<file path="src/rtl/arbiter_types.sv">
// State and grant encodings for the shared memory-port arbiter.
package arbiter_types;
    typedef enum logic [1:0] {
        IDLE    = 2'd0,
        SERVE_I = 2'd1,
        SERVE_D = 2'd2
    } arb_state_t;

    typedef enum logic {
        GRANT_I = 1'b0,
        GRANT_D = 1'b1
    } arb_grant_t;
endpackage

</file>
<file path="src/rtl/rv32i_types.sv">
// Shared RV32I datapath word type.
package rv32i_types;
    typedef logic [31:0] rv32i_word;
endpackage

</file>
<file path="src/rtl/sat_counter.sv">
// Saturating up-counter: count advances on inc and sticks at all-ones.
// Latency: count reflects inc one cycle later; no backpressure.
module sat_counter #(
    parameter int W = 16
) (
    input  logic         clk,
    input  logic         rst,
    input  logic         inc,
    output logic [W-1:0] count
);
    logic [W-1:0] count_q;
    logic [W-1:0] count_d;

    always_comb begin
        count_d = count_q;
        if (inc && (count_q != {W{1'b1}})) begin
            count_d = count_q + 1'b1;
        end
    end

    always_ff @(posedge clk) begin
        if (!rst) begin
            count_q <= '0;
        end else begin
            count_q <= count_d;
        end
    end

    assign count = count_q;
endmodule

</file>
<file path="src/rtl/mem_port_arbiter.sv">
// Round-robin arbiter sharing one memory port between instruction and data sides.
// Latency: 1 cycle request-to-command, 0 cycles mem_resp-to-resp; requesters hold requests until resp.
module mem_port_arbiter
    import arbiter_types::*;
    import rv32i_types::*;
#(
    parameter int CNT_W = 16
) (
    input  logic             clk,
    input  logic             rst,
    input  logic             imem_read,
    input  logic [31:0]      imem_address,
    output logic [31:0]      imem_rdata,
    output logic             imem_resp,
    input  logic             dmem_read,
    input  logic             dmem_write,
    input  logic [31:0]      dmem_address,
    input  logic [31:0]      dmem_wdata,
    input  logic [3:0]       dmem_byte_enable,
    output logic [31:0]      dmem_rdata,
    output logic             dmem_resp,
    output logic             mem_read,
    output logic             mem_write,
    output logic [31:0]      mem_address,
    output logic [31:0]      mem_wdata,
    output logic [3:0]       mem_byte_enable,
    input  logic             mem_resp,
    input  logic [31:0]      mem_rdata,
    output logic [CNT_W-1:0] conflict_count
);
    arb_state_t state_q, state_d;
    arb_grant_t last_grant_q, last_grant_d;

    logic      i_req;
    logic      d_req;
    logic      conflict_inc;
    rv32i_word addr_sel;
    rv32i_word wdata_sel;

    assign i_req        = imem_read;
    assign d_req        = dmem_read | dmem_write;
    assign conflict_inc = (state_q == IDLE) && i_req && d_req;

    always_comb begin
        state_d         = state_q;
        last_grant_d    = last_grant_q;
        mem_read        = 1'b0;
        mem_write       = 1'b0;
        addr_sel        = '0;
        wdata_sel       = '0;
        mem_byte_enable = 4'h0;
        imem_resp       = 1'b0;
        dmem_resp       = 1'b0;

        case (state_q)
            IDLE: begin
                // A tie goes to whichever side did not complete most recently.
                if (i_req && d_req) begin
                    state_d = (last_grant_q == GRANT_I) ? SERVE_D : SERVE_I;
                end else if (i_req) begin
                    state_d = SERVE_I;
                end else if (d_req) begin
                    state_d = SERVE_D;
                end
            end
            SERVE_I: begin
                mem_read        = 1'b1;
                addr_sel        = imem_address;
                mem_byte_enable = 4'hF;
                imem_resp       = mem_resp;
                if (mem_resp) begin
                    state_d      = IDLE;
                    last_grant_d = GRANT_I;
                end
            end
            SERVE_D: begin
                // Read and write together resolve to a write.
                mem_write       = dmem_write;
                mem_read        = dmem_read & ~dmem_write;
                addr_sel        = dmem_address;
                wdata_sel       = dmem_wdata;
                mem_byte_enable = dmem_byte_enable;
                dmem_resp       = mem_resp;
                if (mem_resp) begin
                    state_d      = IDLE;
                    last_grant_d = GRANT_D;
                end
            end
            default: begin
                state_d = IDLE;
            end
        endcase
    end

    always_ff @(posedge clk) begin
        if (!rst) begin
            state_q      <= IDLE;
            last_grant_q <= GRANT_I;
        end else begin
            state_q      <= state_d;
            last_grant_q <= last_grant_d;
        end
    end

    assign mem_address = addr_sel;
    assign mem_wdata   = wdata_sel;
    assign imem_rdata  = mem_rdata;
    assign dmem_rdata  = mem_rdata;

    sat_counter #(
        .W(CNT_W)
    ) u_conflict_cnt (
        .clk   (clk),
        .rst   (rst),
        .inc   (conflict_inc),
        .count (conflict_count)
    );
endmodule

</file>
<file path="config.mk">
export PLATFORM = sky130hd
export DESIGN_NAME = mem_port_arbiter
export DESIGN_NICKNAME = d
export VERILOG_FILES = /design/src/rtl/arbiter_types.sv /design/src/rtl/rv32i_types.sv /design/src/rtl/sat_counter.sv /design/src/rtl/mem_port_arbiter.sv
export SDC_FILE = /design/constraint.sdc
export NUM_CORES = 1
export LEC_CHECK = 0
export ABC_AREA = 1
export CORE_AREA = 2 2 113 115
export DETAILED_ROUTE_END_ITERATION = 8
export DIE_AREA = 0 0 115 117
export DONT_BUFFER_PORTS = 1
export PLACE_DENSITY = 0.37
export REMOVE_ABC_BUFFERS = 1
export SLEW_MARGIN = 20
export SYNTH_ARGS = -nofsm -noshare
export SYNTH_HDL_FRONTEND = slang
export SYNTH_SLANG_ARGS = --single-unit
</file>
<file path="constraint.sdc">
create_clock -name clk -period 4.6 [get_ports clk]
set_input_delay 1.38 -clock clk [delete_from_list [all_inputs] [get_ports clk]]
set_output_delay 1.38 -clock clk [all_outputs]
set_load 0.01 [all_outputs]
</file>
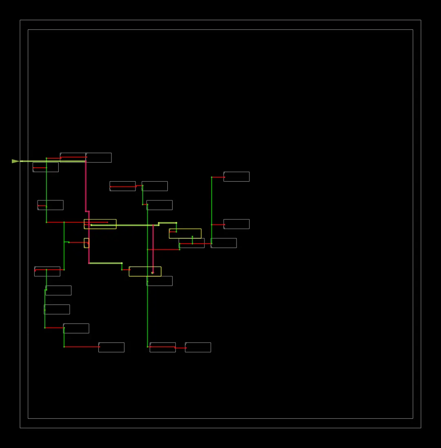
(images/clocks.png)
Clock Sink Count: 19
Clock group: 184 uW
Layout Skew: 0.00219 ns
worst-skew pair later-pin latency: 0.25 ns

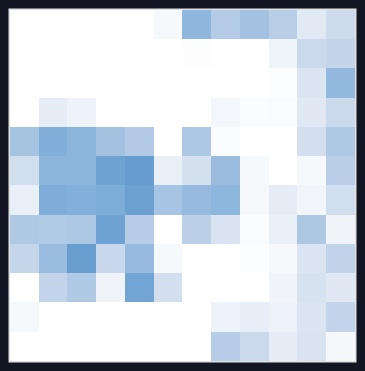
(images/cell_density.png)
Scale: 3 px per um. The die is cut into 12 by 12 equal tiles; white is low, dark blue is high, 0 to 100% covered.
- mean over tiles: 15%
- fullest tile: 56%
- densest ninth of the die: west
- nearly empty tiles: 38%
- emptiest ninth of the die: north-west

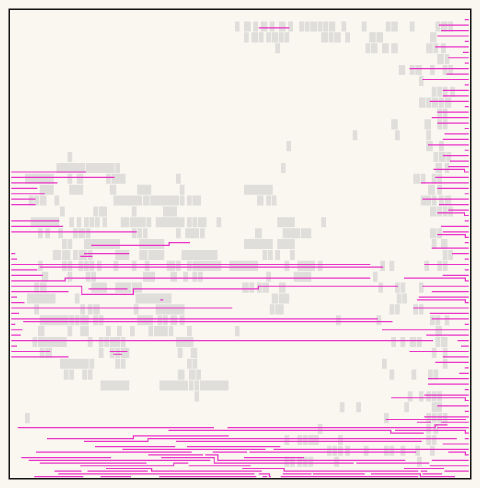
(images/layer_met3.png)
Scale: 4 px per um.
- nets with wire on the layer: 147
- longest straight run: 105 um
- wire length on this layer: 2,730 um
- main direction: horizontal
- share of all routed wire: 22%

==> job_summary.md <==
## Synthesis and layout report

| Metric | Value |
|---|---|
| Main power group | combinational cells |
| Crit path DRT | 3.22 ns |
| Count leader, synth | nand2_1 |
| Reg clk slew, reported paths | 0.06 ns |
| WS Path Type | reg -> out |
| Leakage power | 1.04 nW |
| Pin count of the biggest net entering global routing | 39 |
| HP Class | reg -> reg |
| Area Overhead vs Synth | -11.5% |
| Max-cap violations | 0 |
| WHS | 0.472 ns |
| Ys flop type | dfxtp_1 |
| EDFF count, synth | 0 |
| Synth Register Bits | 19 |
| Final hold viol count | 0 |
| Max Clock Freq | 259 MHz |
| Yosys stat cell total | 447 |
| Slew @ Worst Pin | 0.954 ns |
| Global route total overflow | 0 |
| Synthesized area | 2530 um^2 |
| Pwr dens | 272 nW/um^2 |
| Critical-path cell list | inv_1, ha_1, clkinv_1, a21oi_1 |
| Number of global-route vias before repair | 2,181 |
| Fin util | 18.2% |
| Drt drc | 0 |
| Fin crit share | 84.0% |
| Tool warnings | 29 |
| Max layer used | met5 |
| Yosys warns | 0 |
| Die Span X | 115 um |
| TritonRoute pass-1 iters | 4 |
| Seq share, synth | 15.0% |
| Total CTS buffers | 3 |
| Fin crit period | 3.86 ns |
| Chip area | 13,500 um^2 |
| CP Data Arrival Time | 2.48 ns |
| Fin. max-slew vios | 0 |
| Seq pwr | 178 uW |
| Setup Buffers After CTS | 0 |
| Slew Limit Headroom | 36.0% |
| CP max stage cell | a21oi_1 |
| Met1 Wirelength | 4530 um |
| Diode count | 0 |
| Drt wl/cell | 23.4 um |
| Core Area | 12,300 um^2 |
| Top cell area share | 21.9% |
| CP max FO | 38 |
| Post-DP Area | 2170 um^2 |
| Combinational Power Share | 40.7% |
| Finished Layout Cells | 521 |
| Status | finished clean |
| Share of post-route cells with drive strength above 1 | 7.82% |
| Sw Ratio | 44.3% |
| Die height | 117 um |
| Cells after Synth | 447 |
| Place WS | 1.32 ns |
| I/O Pins | 290 |
| Synth cell count leaders | 148 x nand2_1, 64 x buf_4, 56 x inv_1 |
| Top cells by area | nand2_1 22%, buf_4 19%, dfxtp_1 15% |
| Via-per-instance ratio | 4.69 |
| Post-DP HPWL | 10,500 um |
| Iter 0 DRT Violations | 125 |
| Maximum vdd drop | 0.121 mV |
| Power share of the clock group | 30.2% |
| RSZ-0062 raised after global routing | no |
| Port Buf Inserts | 0 |
| DRT antenna net count | 0 |
[kinds of logic after synthesis]
family	Yosys count	share of synthesized area, %
and+or+nand+nor	226	39.3
AOI/OAI and AO/OA	52	10.5
adders and majority gates	6	2.96
buffers and inverters	144	32.2
DFF	19	15.0
[layout by cell type (no fill, tap or decap)]
cell       count
nand2_1      148
inv_1         55
a21oi_1       46
nor2_1        41
dfxtp_1       19
nand3_1        8
nand4_1        6
nand3_2        6
ha_1           6
o21ai_0        5
nor2_2         4
buf_4          4
nor2_4         3
nand3b_1       3
clkbuf_16      3
clkinv_1       2
nand2_2        2
inv_2          2
nand2_4        2
nor3_2         1
clkinv_4       1
and2_1         1
o211a_1        1
nand3_4        1
clkbuf_1       1
[flip-flops by register name, summed over array words and instances (netlist names)]
| name | cells |
|---|---|
| u_conflict_cnt.count | 16 |
| state_q | 2 |
| last_grant_q | 1 |
[final timing paths]
kind                startpoint  depth (start not counted)  slack, ns               to
setup / recovery    state_q[0]                          4       0.74  mem_address[26]
hold / removal    last_grant_q                          2       0.47     last_grant_q
setup reg to reg    state_q[0]                          7       2.06       state_q[1]
hold reg to reg   last_grant_q                          2       0.47     last_grant_q
[area by class of cell]
cell class	count	area, um^2
multi-input cells	284	1340
flip-flops and latches	19	380
repair buffers	4	30.0
fillers	1465	10100
inverters	60	230
clock buffers	4	78.8
well taps	150	188
[layer usage]
metal,up-vias,global-route usage [%]
li1,1137,-
met1,1076,19.2
met2,224,23.2
met3,6,14.9
met4,2,1.69
met5,-,2.96
[worst min-delay path, delay by kind of cell, from the launching register on]
kind | cells | cell delay, ns
DFF | 1 | 0.31
and+or+nand+nor | 1 | 0.06
AOI/OAI and AO/OA | 1 | 0.05
Power is estimated from default activity; no workload was simulated.
